**config.mk**
```make
export PLATFORM = sky130hd
export DESIGN_NAME = uart_tx_pio_flat
export DESIGN_NICKNAME = d
export VERILOG_FILES = /design/src/rtl/uart_tx_pkg.sv /design/src/rtl/uart_tx_pio_if.sv /design/src/rtl/uart_tx_serializer.sv /design/src/rtl/uart_tx_pio.sv /design/src/flat_wrapper.sv
export SDC_FILE = /design/constraint.sdc
export NUM_CORES = 1
export LEC_CHECK = 0
export CAP_MARGIN = 10
export CORE_MARGIN = 3
export CORE_UTILIZATION = 27
export DETAILED_ROUTE_END_ITERATION = 8
export PLACE_DENSITY = 0.6
export SLEW_MARGIN = 10
export SYNTH_ARGS = -nofsm -noshare
export SYNTH_HDL_FRONTEND = slang
export SYNTH_SLANG_ARGS = --single-unit
```
**constraint.sdc**
```tcl
create_clock -name clk -period 1.95 [get_ports clk]
set_clock_uncertainty 0.1 [all_clocks]
set_input_delay 0.4875 -clock clk [delete_from_list [all_inputs] [get_ports clk]]
set_output_delay 0.4875 -clock clk [all_outputs]
set_load 0.01 [all_outputs]
```
**src/rtl/uart_tx_pkg.sv**
```systemverilog
// Purpose: shared types and constants for the PIO-style UART transmitter.
// Latency: n/a (declarations only).
// Backpressure: n/a.
// Contents: FSM state enum, register addresses, status bit indices, frame width.
package uart_tx_pkg;

   typedef enum logic [1:0] {
      ST_IDLE  = 2'd0,
      ST_START = 2'd1,
      ST_DATA  = 2'd2,
      ST_STOP  = 2'd3
   } tx_state_t;

   localparam logic [1:0] ADDR_DATA   = 2'd0;
   localparam logic [1:0] ADDR_STATUS = 2'd1;
   localparam logic [1:0] ADDR_DONE   = 2'd3;

   localparam int STAT_BUSY       = 0;
   localparam int STAT_HOLD_EMPTY = 1;
   localparam int STAT_OVERRUN    = 2;

   localparam int DATA_BITS = 8;

endpackage

```
**src/rtl/uart_tx_pio_if.sv**
```systemverilog
// Purpose: Avalon-MM slave register bus of the UART transmitter.
// Latency: reads return on readdata one clock after address is presented.
// Backpressure: none; every access completes in one cycle.
// Signals: address, chipselect, write_n, writedata (master drives), readdata (slave drives).
interface uart_tx_pio_if;
   logic [1:0]  address;
   logic        chipselect;
   logic        write_n;
   logic [31:0] writedata;
   logic [31:0] readdata;

   modport master (
      output address, chipselect, write_n, writedata,
      input  readdata
   );

   modport slave (
      input  address, chipselect, write_n, writedata,
      output readdata
   );
endinterface

```
**src/rtl/uart_tx_serializer.sv**
```systemverilog
// Purpose: 8N1 serializer: start bit, 8 data bits LSB first, stop bit.
// Latency: tx drops to the start bit at the edge that accepts a byte; frame is 10*CLKS_PER_BIT cycles.
// Backpressure: ld_rdy is high only in IDLE; a byte is taken on ld_vld & ld_rdy.
// Ports: clk, reset (sync, active-high), ld_vld/ld_dat/ld_rdy load handshake, busy, done (1-cycle pulse at frame end), tx.
module uart_tx_serializer
   import uart_tx_pkg::*;
#(
   parameter int CLKS_PER_BIT = 434
) (
   input  logic                 clk,
   input  logic                 reset,
   input  logic                 ld_vld,
   input  logic [DATA_BITS-1:0] ld_dat,
   output logic                 ld_rdy,
   output logic                 busy,
   output logic                 done,
   output logic                 tx
);

   localparam logic [15:0] BAUD_LAST = 16'(CLKS_PER_BIT - 1);
   localparam logic [2:0]  BIT_LAST  = 3'(DATA_BITS - 1);

   tx_state_t            state_q, state_d;
   logic [15:0]          baud_q, baud_d;
   logic [2:0]           bit_q, bit_d;
   logic [DATA_BITS-1:0] shift_q, shift_d;
   logic                 tx_q, tx_d;
   logic                 bit_end;

   assign bit_end = (baud_q == BAUD_LAST);
   assign ld_rdy  = (state_q == ST_IDLE);
   assign busy    = (state_q != ST_IDLE);
   assign tx      = tx_q;

   always_comb begin
      state_d = state_q;
      baud_d  = baud_q;
      bit_d   = bit_q;
      shift_d = shift_q;
      tx_d    = tx_q;
      done    = 1'b0;
      case (state_q)
         ST_IDLE: begin
            tx_d   = 1'b1;
            baud_d = '0;
            bit_d  = '0;
            if (ld_vld) begin
               state_d = ST_START;
               shift_d = ld_dat;
               tx_d    = 1'b0;
            end
         end
         ST_START: begin
            if (bit_end) begin
               baud_d  = '0;
               state_d = ST_DATA;
               tx_d    = shift_q[0];
            end else begin
               baud_d = baud_q + 16'd1;
            end
         end
         ST_DATA: begin
            if (bit_end) begin
               baud_d  = '0;
               shift_d = shift_q >> 1;
               if (bit_q == BIT_LAST) begin
                  bit_d   = '0;
                  state_d = ST_STOP;
                  tx_d    = 1'b1;
               end else begin
                  bit_d = bit_q + 3'd1;
                  // Next bit is shift_q[1] because the shift lands on this same edge.
                  tx_d  = shift_q[1];
               end
            end else begin
               baud_d = baud_q + 16'd1;
            end
         end
         ST_STOP: begin
            if (bit_end) begin
               baud_d  = '0;
               state_d = ST_IDLE;
               tx_d    = 1'b1;
               done    = 1'b1;
            end else begin
               baud_d = baud_q + 16'd1;
            end
         end
         default: state_d = ST_IDLE;
      endcase
   end

   always_ff @(posedge clk) begin
      if (reset) begin
         state_q <= ST_IDLE;
         baud_q  <= '0;
         bit_q   <= '0;
         shift_q <= '0;
         tx_q    <= 1'b1;
      end else begin
         state_q <= state_d;
         baud_q  <= baud_d;
         bit_q   <= bit_d;
         shift_q <= shift_d;
         tx_q    <= tx_d;
      end
   end

endmodule

```
**src/rtl/uart_tx_pio.sv**
```systemverilog
// Purpose: Avalon-MM UART transmitter: holding register, sticky status flags, serializer.
// Latency: readdata is registered (1 cycle); a byte written while idle starts its frame one edge later.
// Backpressure: none on the bus; a write into a full holding register is dropped and flags overrun.
// Ports: clk, reset (sync, active-high), bus (Avalon slave modport), out_port (serial line, idle high).
module uart_tx_pio
   import uart_tx_pkg::*;
#(
   parameter int CLKS_PER_BIT = 434
) (
   input  logic         clk,
   input  logic         reset,
   uart_tx_pio_if.slave bus,
   output logic         out_port
);

   logic [DATA_BITS-1:0] hold_q, hold_d;
   logic                 hold_full_q, hold_full_d;
   logic                 overrun_q, overrun_d;
   logic                 done_q, done_d;
   logic [31:0]          readdata_q, readdata_d;

   logic ld_rdy, ser_busy, ser_done;
   logic wr_stb, xfer;
   logic unused_wd;

   assign unused_wd    = ^bus.writedata[31:8];
   assign wr_stb       = bus.chipselect & ~bus.write_n;
   assign xfer         = hold_full_q & ld_rdy;
   assign bus.readdata = readdata_q;

   uart_tx_serializer #(
      .CLKS_PER_BIT (CLKS_PER_BIT)
   ) u_ser (
      .clk    (clk),
      .reset  (reset),
      .ld_vld (hold_full_q),
      .ld_dat (hold_q),
      .ld_rdy (ld_rdy),
      .busy   (ser_busy),
      .done   (ser_done),
      .tx     (out_port)
   );

   always_comb begin
      hold_d      = hold_q;
      hold_full_d = hold_full_q;
      overrun_d   = overrun_q;
      done_d      = done_q | ser_done;
      if (xfer) begin
         hold_full_d = 1'b0;
      end
      // A slot freed by a transfer on this same edge can take the new byte.
      if (wr_stb && bus.address == ADDR_DATA) begin
         if (!hold_full_q || xfer) begin
            hold_d      = bus.writedata[DATA_BITS-1:0];
            hold_full_d = 1'b1;
         end else begin
            overrun_d = 1'b1;
         end
      end
      // Clears are applied last so they win over a set on the same edge.
      if (wr_stb && bus.address == ADDR_STATUS && bus.writedata[STAT_OVERRUN]) begin
         overrun_d = 1'b0;
      end
      if (wr_stb && bus.address == ADDR_DONE && bus.writedata[0]) begin
         done_d = 1'b0;
      end
   end

   always_comb begin
      readdata_d = '0;
      case (bus.address)
         ADDR_DATA: readdata_d[DATA_BITS-1:0] = hold_q;
         ADDR_STATUS: begin
            readdata_d[STAT_BUSY]       = ser_busy;
            readdata_d[STAT_HOLD_EMPTY] = ~hold_full_q;
            readdata_d[STAT_OVERRUN]    = overrun_q;
         end
         ADDR_DONE: readdata_d[0] = done_q;
         default: readdata_d = '0;
      endcase
   end

   always_ff @(posedge clk) begin
      if (reset) begin
         hold_q      <= '0;
         hold_full_q <= 1'b0;
         overrun_q   <= 1'b0;
         done_q      <= 1'b0;
         readdata_q  <= '0;
      end else begin
         hold_q      <= hold_d;
         hold_full_q <= hold_full_d;
         overrun_q   <= overrun_d;
         done_q      <= done_d;
         readdata_q  <= readdata_d;
      end
   end

endmodule

```
**src/flat_wrapper.sv**
```systemverilog
// flat-port wrapper written by rule: the top's interface ports become plain ports
module uart_tx_pio_flat import uart_tx_pkg::*;
#(
   parameter int CLKS_PER_BIT = 434
)
  (clk, reset, out_port, bus_address, bus_chipselect, bus_write_n, bus_writedata, bus_readdata);
  uart_tx_pio_if bus_i ();
  input  logic clk;
  input  logic reset;
  output logic out_port;
  input wire logic [$bits(bus_i.address)-1:0] bus_address;
  input wire logic [$bits(bus_i.chipselect)-1:0] bus_chipselect;
  input wire logic [$bits(bus_i.write_n)-1:0] bus_write_n;
  input wire logic [$bits(bus_i.writedata)-1:0] bus_writedata;
  output wire logic [$bits(bus_i.readdata)-1:0] bus_readdata;
  assign bus_i.address = bus_address;
  assign bus_i.chipselect = bus_chipselect;
  assign bus_i.write_n = bus_write_n;
  assign bus_i.writedata = bus_writedata;
  assign bus_readdata = bus_i.readdata;
  uart_tx_pio #(.CLKS_PER_BIT(CLKS_PER_BIT)) u_core (.clk(clk), .reset(reset), .bus(bus_i), .out_port(out_port));
endmodule
```
route_heat.png
Drawn at 4 px/um. The die is cut into 20 by 20 equal tiles; dark purple is low, yellow is high, scaled to the fullest tile. Values are wire area over tile area, all layers added.
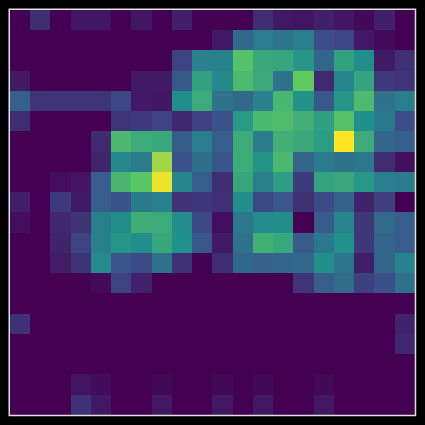
tiles over half the peak: 12%
nearly empty tiles: 43%
mean over tiles: 0.070
fullest tile: 0.38

sizing.png
Drawn at 3 px/um.
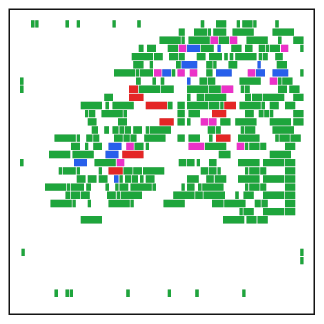
legend:
  green:
    size: x1 and smaller
    cells: 255
  magenta:
    size: x3 and x4
    cells: 16
  blue:
    size: x2
    cells: 13
  red:
    size: x6 and larger
    cells: 9

placed.png
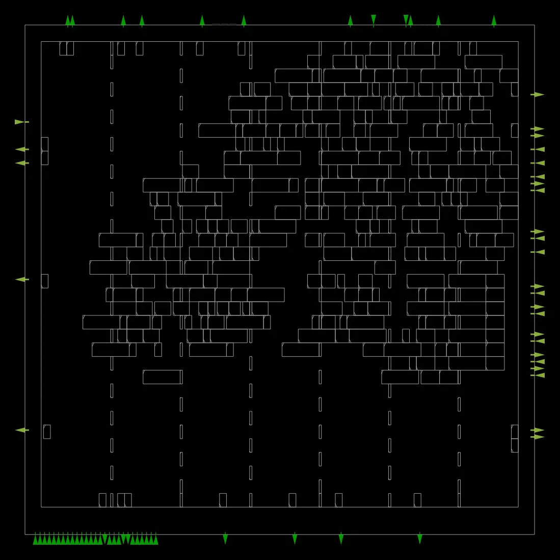
Finished Layout Cells: 401
core area: 8763 um^2
flop count: 49
Fill cells: 880

floorplan.png
Drawn at 4 px/um. Pins as bars on the die edge.
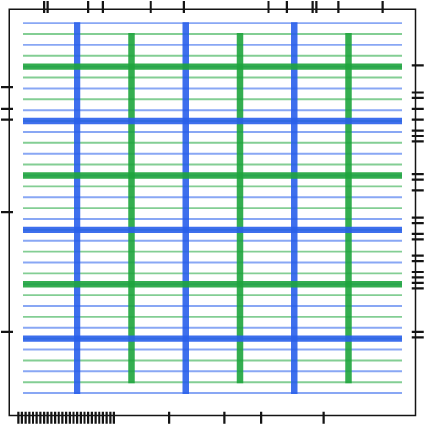
legend:
  green:
    net: VDD
  blue:
    net: VSS
signal pins: 71
met5 straps: 6
rows: 34
met1 rails: 35

closeup.png
Region (26, 46) to (76, 96) um. Cells in gray, sequential cells in the stronger gray; small squares are vias.
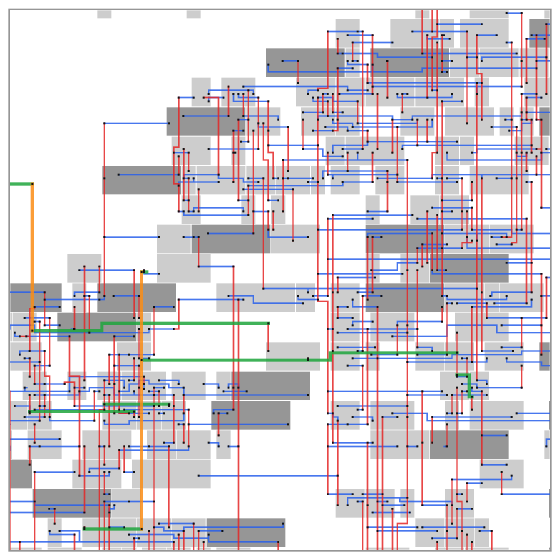
legend:
  blue:
    layer: M1
  orange:
    layer: M4
  red:
    layer: M2
  green:
    layer: M3
cells with their middle in the window: 128
netlist names of flops here include: u_core.u_ser.baud_q (7), u_core.u_ser.shift_q (4), u_core.u_ser.bit_q (3)
most frequent: dfxtp_1 (16), a211oi_1 (12), buf_4 (10)
sequential cells in the window: 16

==> flow_summary_export.csv <==
group,metric,value,unit
status,outcome,"finished clean",
worst_setup_path,timing.rr.end,"u_core.u_ser.state_q[0]",
placed_design,place.gp.congestion,0.8149,
logic_synthesis,top_cells_by_area,"dfxtp_1 40%, buf_4 7.7%, nor2_1 4.9%",
grt,track_usage,0.08556,
grt,grt_max_degree,21,
worst_hold_path,hold_path_depth,2,
worst_setup_path,worst-r2r-cell-count,5,
floorplanning,fp_util,0.2793,
cells_and_area,drive_gt1_frac,0.1297,
logic_synthesis,ys.warnings.count,0,
worst_setup_path,critPathLaunchType,"flip-flop",
worst_hold_path,hold_start,"u_core.u_ser.shift_q[6]",
logic_synthesis,edf_count,0,
logic_synthesis,ys_types,49,
floorplanning,row_count,34,
worst_setup_path,crit_fanout,6,
detailed_routing,post_drt_wl_per_cell,11.28,um
detailed_routing,drtPass1Iterations,4,
final_timing,report.final.setup_viol,0,
grt,gr-usage-met1,0.1124,
logic_synthesis,synth_area_leader_cell,"dfxtp_1",
cells_and_area,nets,338,
worst_setup_path,critPathBufInv,1,
logic_synthesis,ys_top_logic_family,"simple AND/OR/NAND/NOR gates",
worst_setup_path,cp_cell_sequence,"inv_1 -> ha_1 -> or3_4 -> a2111oi_2 -> a211oi_2",
detailed_routing,vias,1843,
logic_synthesis,synth.cell_area,2447,um^2
placed_design,dpl_cell_area,2786,um^2
final_timing,worst_slew_pin_slew,0.5599,ns
cells_and_area,final_common_cell,"dfxtp_1",
worst_setup_path,slowest_stage,"or3_4",
clocking,tritoncts,"built",
worst_setup_path,cp.depth,5,
detailed_routing,drc,0,
flow_run,cap_violations,0,
worst_hold_path,holdPathEnd,"u_core.u_ser.shift_q[6]",
worst_setup_path,crit_path_end,"u_core.u_ser.state_q[0]",
clocking,cts-root-buf,"clkbuf_8",
final_timing,period_used_share,0.9419,
logic_synthesis,mux_share,0.07720,
worst_setup_path,r2r-start,"u_core.u_ser.state_q[0]",
cells_and_area,area_growth,18.20,%
grt,gr-usage-met3,0.02617,
final_timing,maxSlewViolCount,0,
final_timing,period_minus_slack,1.837,ns
power_and_ir_drop,power_leakage,1.149,nW
worst_setup_path,crit_required,2.04,ns
logic_synthesis,top_cell_area_share,0.4008,
final_timing,relSlewSlack,0.6267,
worst_hold_path,hold_class,"reg2reg",
logic_synthesis,synth.cells.most_frequent,"49 x dfxtp_1, 32 x nor2_1, 25 x buf_4, 15 x a211oi_1, 13 x inv_1",
clocking,clock_latency,0.30,ns
final_timing,hold_slack,0.3643,ns
floorplanning,io_pins,71,
detailed_routing,met1_length,2.201,mm
worst_setup_path,cp_top_family,"AND-OR/OR-AND gates",
logic_synthesis,ys_seq_frac,0.4008,
clocking,cts_sinks,49,
logic_synthesis,ys_async_sr_fraction,0,
placed_design,preCtsSetupSlack,-0.05435,ns
power_and_ir_drop,peakVddDrop,0.2931,mV
placed_design,hpwlAfterDp,3.285,mm
floorplanning,die_area,10240,um^2
logic_synthesis,numSynthFlops,49,
clocking,ctsHoldBuffers,0,
logic_synthesis,ys_sh_adder,0.04090,
logic_synthesis,synthCells,263,
cells_and_area,post-route-util,0.3301,
clocking,h-tree-depth,2,
logic_synthesis,synth-main-ff-cell,"dfxtp_1",
worst_setup_path,critPathLaunch,"u_core.u_ser.state_q[0]",
logic_synthesis,ys_sh_simple,0.1708,
logic_synthesis,synthXorXnorAreaFrac,0.05010,
cells_and_area,most-common-layout-cells,"49 x dfxtp_1, 32 x nor2_1, 24 x conb_1",
detailed_routing,first_iter_violations,32,
placed_design,portBuffers,22,
clocking,clock_tree.buffer_depth,2,
detailed_routing,routed_wl,4.525,mm
cells_and_area,design_area,2893,um^2
worst_setup_path,critPathKind,"reg2reg",
cells_and_area,diodes,0,
grt,grt-busiest-layer,"met2",
power_and_ir_drop,finalPower,2.204,mW
clocking,post_cts_buffers,0,
logic_synthesis,yosys_area,2447,um^2
final_timing,rsz0062_at_grt,"false",
final_timing,hold_viol,0,
worst_setup_path,crit_arrival,1.93,ns
detailed_routing,highest_layer,"met4",
floorplanning,die_w,101.2,um
power_and_ir_drop,power_density,762.0,nW/um^2
logic_synthesis,syn_area_per_cell,9.306,um^2
detailed_routing,postRouteAntennaNets,0,
detailed_routing,vias_per_cell,4.596,
worst_setup_path,critPathCaptureType,"flip-flop",
final_timing,fmax,544.4,MHz
grt,antenna_found_initial,0,
worst_setup_path,max_stage_delay,0.45,ns
logic_synthesis,synthAoiAreaFrac,0.1299,
floorplanning,fp.dieH,101.2,um
grt,grt_pass1_vias,1631,
clocking,numCtsBuffers,5,
grt,grt_pass1_wl,7.279,mm
clocking,clk_transition_reported_paths,0.10,ns
grt,grtUsageMet2,0.1358,
detailed_routing,dr_wl_met3,252,um
final_timing,worst_slack,0.1133,ns
worst_setup_path,r2r_slack,0.11,ns
logic_synthesis,synth.most_common_cell,"dfxtp_1",
flow_run,warnings,54,
[power breakdown]
part           leakage, nW  switching (mW)  internal (mW)
combinational        0.708           0.290          0.257
clock               0.0456           0.332          0.256
sequential           0.396          0.0274           1.04
[flip-flops by register name, summed over array words and instances, names as in the netlist]
| register | flops |
|---|---|
| u_core.hold_full_q | 1 |
| u_core.u_ser.state_q | 2 |
| u_core.bus.readdata | 8 |
| u_core.overrun_q | 1 |
| u_core.u_ser.baud_q | 16 |
| u_core.u_ser.tx | 1 |
| u_core.u_ser.shift_q | 8 |
| u_core.done_q | 1 |
| u_core.hold_q | 8 |
| u_core.u_ser.bit_q | 3 |
[cell families (layout without fill, tap and decap cells)]
group                    count (synthesis)  count (layout)
adder cells (fa/ha/maj)                  8               8
AND-OR/OR-AND                           39              39
XOR/XNOR                                14              14
multiplexers                            18              18
flip-flops                              49              49
other                                    1              24
AND/OR/NAND/NOR                         78              78
buffers and inverters                   56              63
[final cells by class]
| cell class | instances | area, um^2 | share of cell area |
|---|---|---|---|
| inverters | 16 | 60.06 | 0.02076 |
| multi-input cells | 181 | 1254 | 0.4334 |
| repair buffers | 39 | 376.6 | 0.1302 |
| flip-flops and latches | 49 | 980.9 | 0.3391 |
| clock inverters | 2 | 13.76 | 0.004758 |
| well taps | 108 | 135.1 | 0.04671 |
| clock buffers | 6 | 72.57 | 0.02509 |
[what timing repair did]
| action | in CTS | in global routing |
|---|---|---|
| resized | 0 | 5 |
| endpoints found under the hold margin | 0 | 0 |
| setup endpoints to repair | 0 | 7 |
[metrics by stage]
| stage | TNS (ns) | std cells |
|---|---|---|
| final | 0 | 401 |
| after global placement | -0.5400 | 393 |
| after floorplan | 0 | 286 |
| after CTS | 0 | 401 |
| after detailed placement | -0.4243 | 393 |
| after global routing | 0 | 401 |
Power and IR drop assume default switching activity.
